--- src/rtl/edge_stage_sequencer.sv ---
// edge_stage_sequencer
//   Runs the six edge-detector stages in a fixed order: gaussian, conv, sobel,
//   non-max suppress, threshold, hysteresis. Each stage is enabled in turn.
//   The sequencer waits for that stage's done and inserts one idle gap cycle
//   before the next stage. A stage that runs too long, a lost input frame, or
//   a dropped run request ends the sequence.
//
// Ports
//   clk             rising-edge system clock
//   reset_n         asynchronous active-low reset
//   enable          run request (level); low aborts a run or clears DONE/ERROR
//   image_in_valid  input frame present; must stay high for the whole run
//   stage_done      per-stage done (level); only the current stage is observed
//   stage_enable    one-hot (or zero) enable for the current stage
//   image_out_valid high while the whole sequence has completed (DONE)
//   busy            high while a stage runs or during the inter-stage gap
//   progress        sticky per-stage completion flags, cleared on a new start
//   error           high while in ERROR
//   error_code      00 none, 01 stage timeout, 10 input lost
//   error_stage     stage index active when the error was raised
module edge_stage_sequencer #(
  parameter int NUM_STAGES     = 6,
  parameter int TIMEOUT_CYCLES = 4096,
  parameter int IDX_W          = $clog2(NUM_STAGES)
) (
  input  logic                  clk,
  input  logic                  reset_n,
  input  logic                  enable,
  input  logic                  image_in_valid,
  input  logic [NUM_STAGES-1:0] stage_done,
  output logic [NUM_STAGES-1:0] stage_enable,
  output logic                  image_out_valid,
  output logic                  busy,
  output logic [NUM_STAGES-1:0] progress,
  output logic                  error,
  output logic [1:0]            error_code,
  output logic [IDX_W-1:0]      error_stage
);

  localparam int                CNT_W          = $clog2(TIMEOUT_CYCLES + 1);
  localparam logic [CNT_W-1:0]  CNT_LIMIT      = CNT_W'(TIMEOUT_CYCLES);
  localparam logic [IDX_W-1:0]  LAST_IDX       = IDX_W'(NUM_STAGES - 1);
  localparam logic [1:0]        ERR_TIMEOUT    = 2'b01;
  localparam logic [1:0]        ERR_INPUT_LOST = 2'b10;

  typedef enum logic [2:0] {
    S_IDLE,
    S_RUN,
    S_GAP,
    S_DONE,
    S_ERROR
  } state_t;

  state_t           state;
  logic [IDX_W-1:0] idx;
  logic [CNT_W-1:0] cnt;
  logic             done_seen;

  // The first RUN cycle (cnt == 0) masks done so a level left over from the
  // previous frame or stage cannot complete the new stage immediately.
  always_comb begin
    done_seen = 1'b0;
    if (cnt != '0) begin
      done_seen = stage_done[idx];
    end
  end

  always_ff @(posedge clk or negedge reset_n) begin
    if (!reset_n) begin
      state           <= S_IDLE;
      idx             <= '0;
      cnt             <= '0;
      stage_enable    <= '0;
      image_out_valid <= 1'b0;
      busy            <= 1'b0;
      progress        <= '0;
      error           <= 1'b0;
      error_code      <= '0;
      error_stage     <= '0;
    end else begin
      unique case (state)
        S_IDLE: begin
          if (enable && image_in_valid) begin
            state        <= S_RUN;
            idx          <= '0;
            cnt          <= '0;
            progress     <= '0;
            stage_enable <= NUM_STAGES'(1);
            busy         <= 1'b1;
          end
        end

        // RUN and GAP share the abort / input-lost handling so the priority
        // order (abort, input lost, done, timeout) lives in one place.
        S_RUN, S_GAP: begin
          if (!enable) begin
            state        <= S_IDLE;
            idx          <= '0;
            stage_enable <= '0;
            busy         <= 1'b0;
          end else if (!image_in_valid) begin
            state        <= S_ERROR;
            stage_enable <= '0;
            busy         <= 1'b0;
            error        <= 1'b1;
            error_code   <= ERR_INPUT_LOST;
            error_stage  <= idx;
          end else if (state == S_GAP) begin
            state        <= S_RUN;
            idx          <= idx + IDX_W'(1);
            cnt          <= '0;
            stage_enable <= NUM_STAGES'(1) << (idx + IDX_W'(1));
          end else if (done_seen) begin
            progress[idx] <= 1'b1;
            stage_enable  <= '0;
            if (idx == LAST_IDX) begin
              state           <= S_DONE;
              busy            <= 1'b0;
              image_out_valid <= 1'b1;
            end else begin
              state <= S_GAP;
            end
          end else if (cnt == CNT_LIMIT) begin
            state        <= S_ERROR;
            stage_enable <= '0;
            busy         <= 1'b0;
            error        <= 1'b1;
            error_code   <= ERR_TIMEOUT;
            error_stage  <= idx;
          end else begin
            // Only reached below the limit, so the counter can never wrap.
            cnt <= cnt + CNT_W'(1);
          end
        end

        S_DONE: begin
          if (!enable) begin
            state           <= S_IDLE;
            idx             <= '0;
            image_out_valid <= 1'b0;
          end
        end

        S_ERROR: begin
          if (!enable) begin
            state       <= S_IDLE;
            idx         <= '0;
            error       <= 1'b0;
            error_code  <= '0;
            error_stage <= '0;
          end
        end

        default: begin
          state <= S_IDLE;
        end
      endcase
    end
  end

endmodule

--- config.mk ---
export PLATFORM = sky130hd
export DESIGN_NAME = edge_stage_sequencer
export DESIGN_NICKNAME = d
export VERILOG_FILES = /design/src/rtl/edge_stage_sequencer.sv
export SDC_FILE = /design/constraint.sdc
export NUM_CORES = 1
export LEC_CHECK = 0
export ABC_AREA = 0
export CAP_MARGIN = 25
export CORE_ASPECT_RATIO = 2
export CORE_MARGIN = 5
export CORE_UTILIZATION = 33
export DETAILED_ROUTE_END_ITERATION = 10
export GPL_ROUTABILITY_DRIVEN = 0
export GPL_TIMING_DRIVEN = 1
export PLACE_DENSITY_LB_ADDON = 0.15
export SLEW_MARGIN = 20
export SYNTH_ARGS = -nofsm -noshare
export SYNTH_HDL_FRONTEND = slang
export SYNTH_SLANG_ARGS = --single-unit
--- constraint.sdc ---
create_clock -name clk -period 4.95 [get_ports clk]
set_input_delay 1.2375 -clock clk [delete_from_list [all_inputs] [get_ports clk]]
set_output_delay 1.2375 -clock clk [all_outputs]
set_load 0.005 [all_outputs]
Figure 1. Placed standard cells.
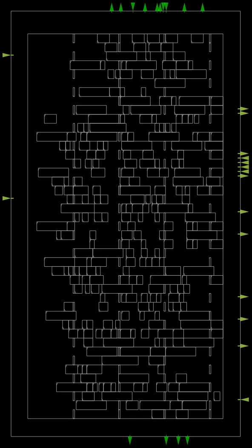
Seq area share: 33.59%
fin cells: 371
post-layout util: 41.86%
Fillers: 679

Figure 2. Placement by cell class.
Scale bar: 20 um. Fill, decap, tap and diode cells in grey.
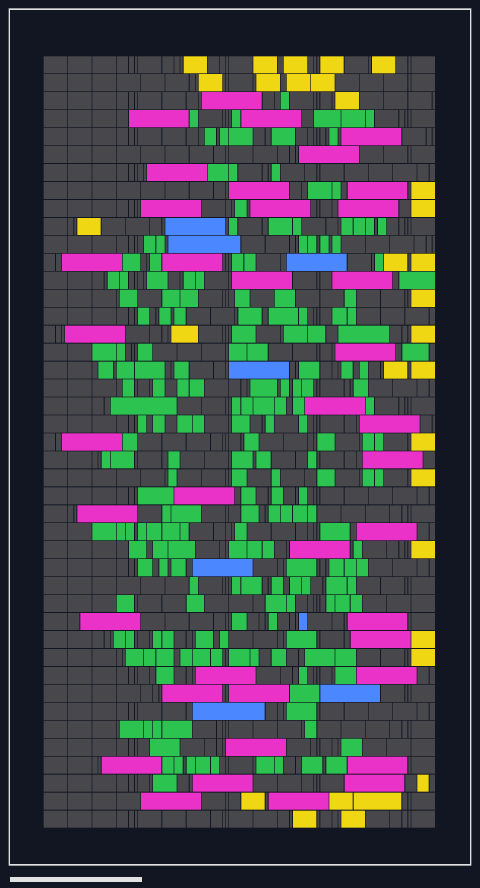
| class | colour | cells | share of their area |
|---|---|---|---|
| combinational and other logic | green | 203 | 47% |
| clock drivers and dummy loads | blue | 8 | 6.8% |
| flops | magenta | 39 | 35% |
| other buffers and delay cells | yellow | 31 | 11% |

==> results.toml <==
# implementation run metrics
[layout]
syn2layout_area_growth_pct = 23.64
final_cell_mix = "39 x dfrtp_1, 35 x nand2_1, 28 x clkdlybuf4s50_1, 19 x inv_1, 16 x nand3_1"
layout.nets = 298

[clock_tree]
cts-root-buf = "clkbuf_16"
cts_max_level = 2
cts.sinks = 39
cts-hold-fix-buffers = 0
clock_latency_ns = 0.29
clk_pin_slew_ns = 0.06

[job]
maxCapViolations = 0

[timing]
hold_slack_ns = 0.4737
max_freq_mhz = 305.8
worstMarginPinSlew_ns = 0.7624
setup_tns_ns = 0

[power]
maxPowerGroup = "combinational logic"
seqPwrFrac_pct = 32.3
p_sw_uw = 485.4
fin_total_pwr_mw = 1.352
power.density_nw_per_um2 = 465.2

[worst_setup_path]
cp.arrival_ns = 3.48
r2r-start = "state[2]"
rr_worst_depth = 5
critPathRequiredTime_ns = 5.16
crit_end = "cnt[12]"
cp-end-kind = "flip-flop"

[outcome]
status = "finished, final reports clean"

[global_route]
grt.total_usage_pct = 13.98

[synth]
synthesis.area_um2 = 2350
ys_cells = 253
syn_inst = 253
flop_cell = "dfrtp_1"
syn_avg_cell_area_um2 = 9.288
logic_family = "simple AND/OR/NAND/NOR gates"

[route]
ant_nets = 0
drc_errors = 0
drt_pre_antenna_iters = 4

[die]
ioPinCount = 30

[placement]
placed_area_um2 = 2685
dp_slack_ns = 1.382

[min_path]
hold_path_depth = 2
min_to = "progress[2]"
Figure 3. Power grid.
Pins as bars on the die edge. Tap cells in grey.
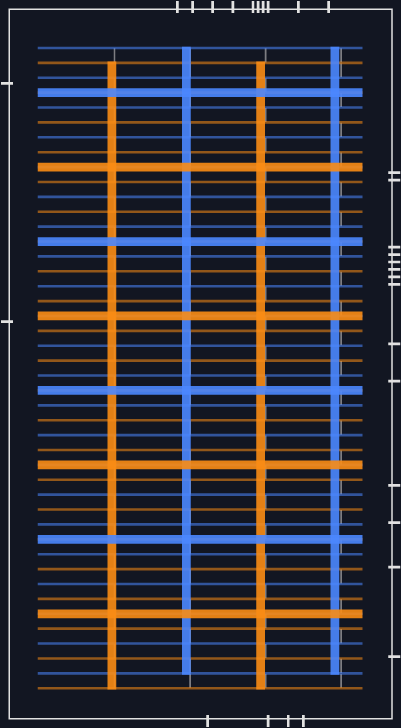
| net | colour |
|---|---|
| VSS | orange |
| VDD | blue |
rows: 43
signal pins: 30
met5 straps: 8
met4 straps: 4
met1 rails: 44
Peak supply drop: 0.0001915 V
Die Y: 129.3 um

tightest hold or removal path, delay by kind of cell, from the launching register on:
family | cells | cell delay, ns
flops | 1 | 0.34
compound gates | 1 | 0.06
simple gates | 1 | 0.04
layer usage:
metal  part of all wire, %  global-route usage, %
met1                    36                  12.63
met2                    58                  27.70
met3                   2.7                  2.717
met4                   4.2                  8.804
met5                     0                      0
registers in the layout, summed over array words and instances (netlist names):
register and cells:
state 3, error_stage 3, stage_enable 6, error_code 2
cnt 13, busy 1, error 1, progress 6
idx 3, image_out_valid 1
synthesized netlist by cell type (2+ instances only):
cell type,instances,area [um^2]
buf_6,2,22.52
o22ai_1,2,12.51
a41oi_1,2,17.52
dfrtp_1,39,975.9
nand2_1,35,131.4
o21ai_0,15,75.07
nor2b_1,5,31.28
and3_1,2,12.51
nand3b_1,3,22.52
mux2_2,2,22.52
or2_2,3,18.77
o211ai_1,8,60.06
a22o_1,5,43.79
a311o_1,2,20.02
mux2i_1,9,90.09
buf_2,5,25.02
ha_1,8,100.1
or4_1,5,37.54
nor3_1,3,15.01
inv_1,19,71.32
a21oi_1,10,50.05
nand4_1,2,12.51
a211oi_1,3,22.52
nand3_1,16,80.08
clkbuf_1,4,15.01
nand2b_1,7,43.79
a21o_1,2,15.01
nor4_1,2,12.51
nor2_1,11,41.29
area by class of cell:
class	instances	area (um^2)	area share, %
clock buffer	6	128.9	4.436
clock inverter	2	60.06	2.067
inverter	19	71.32	2.455
multi-input combinational	184	1240	42.68
sequential	39	975.9	33.59
tap	90	112.6	3.876
timing repair buffer	31	316.6	10.90
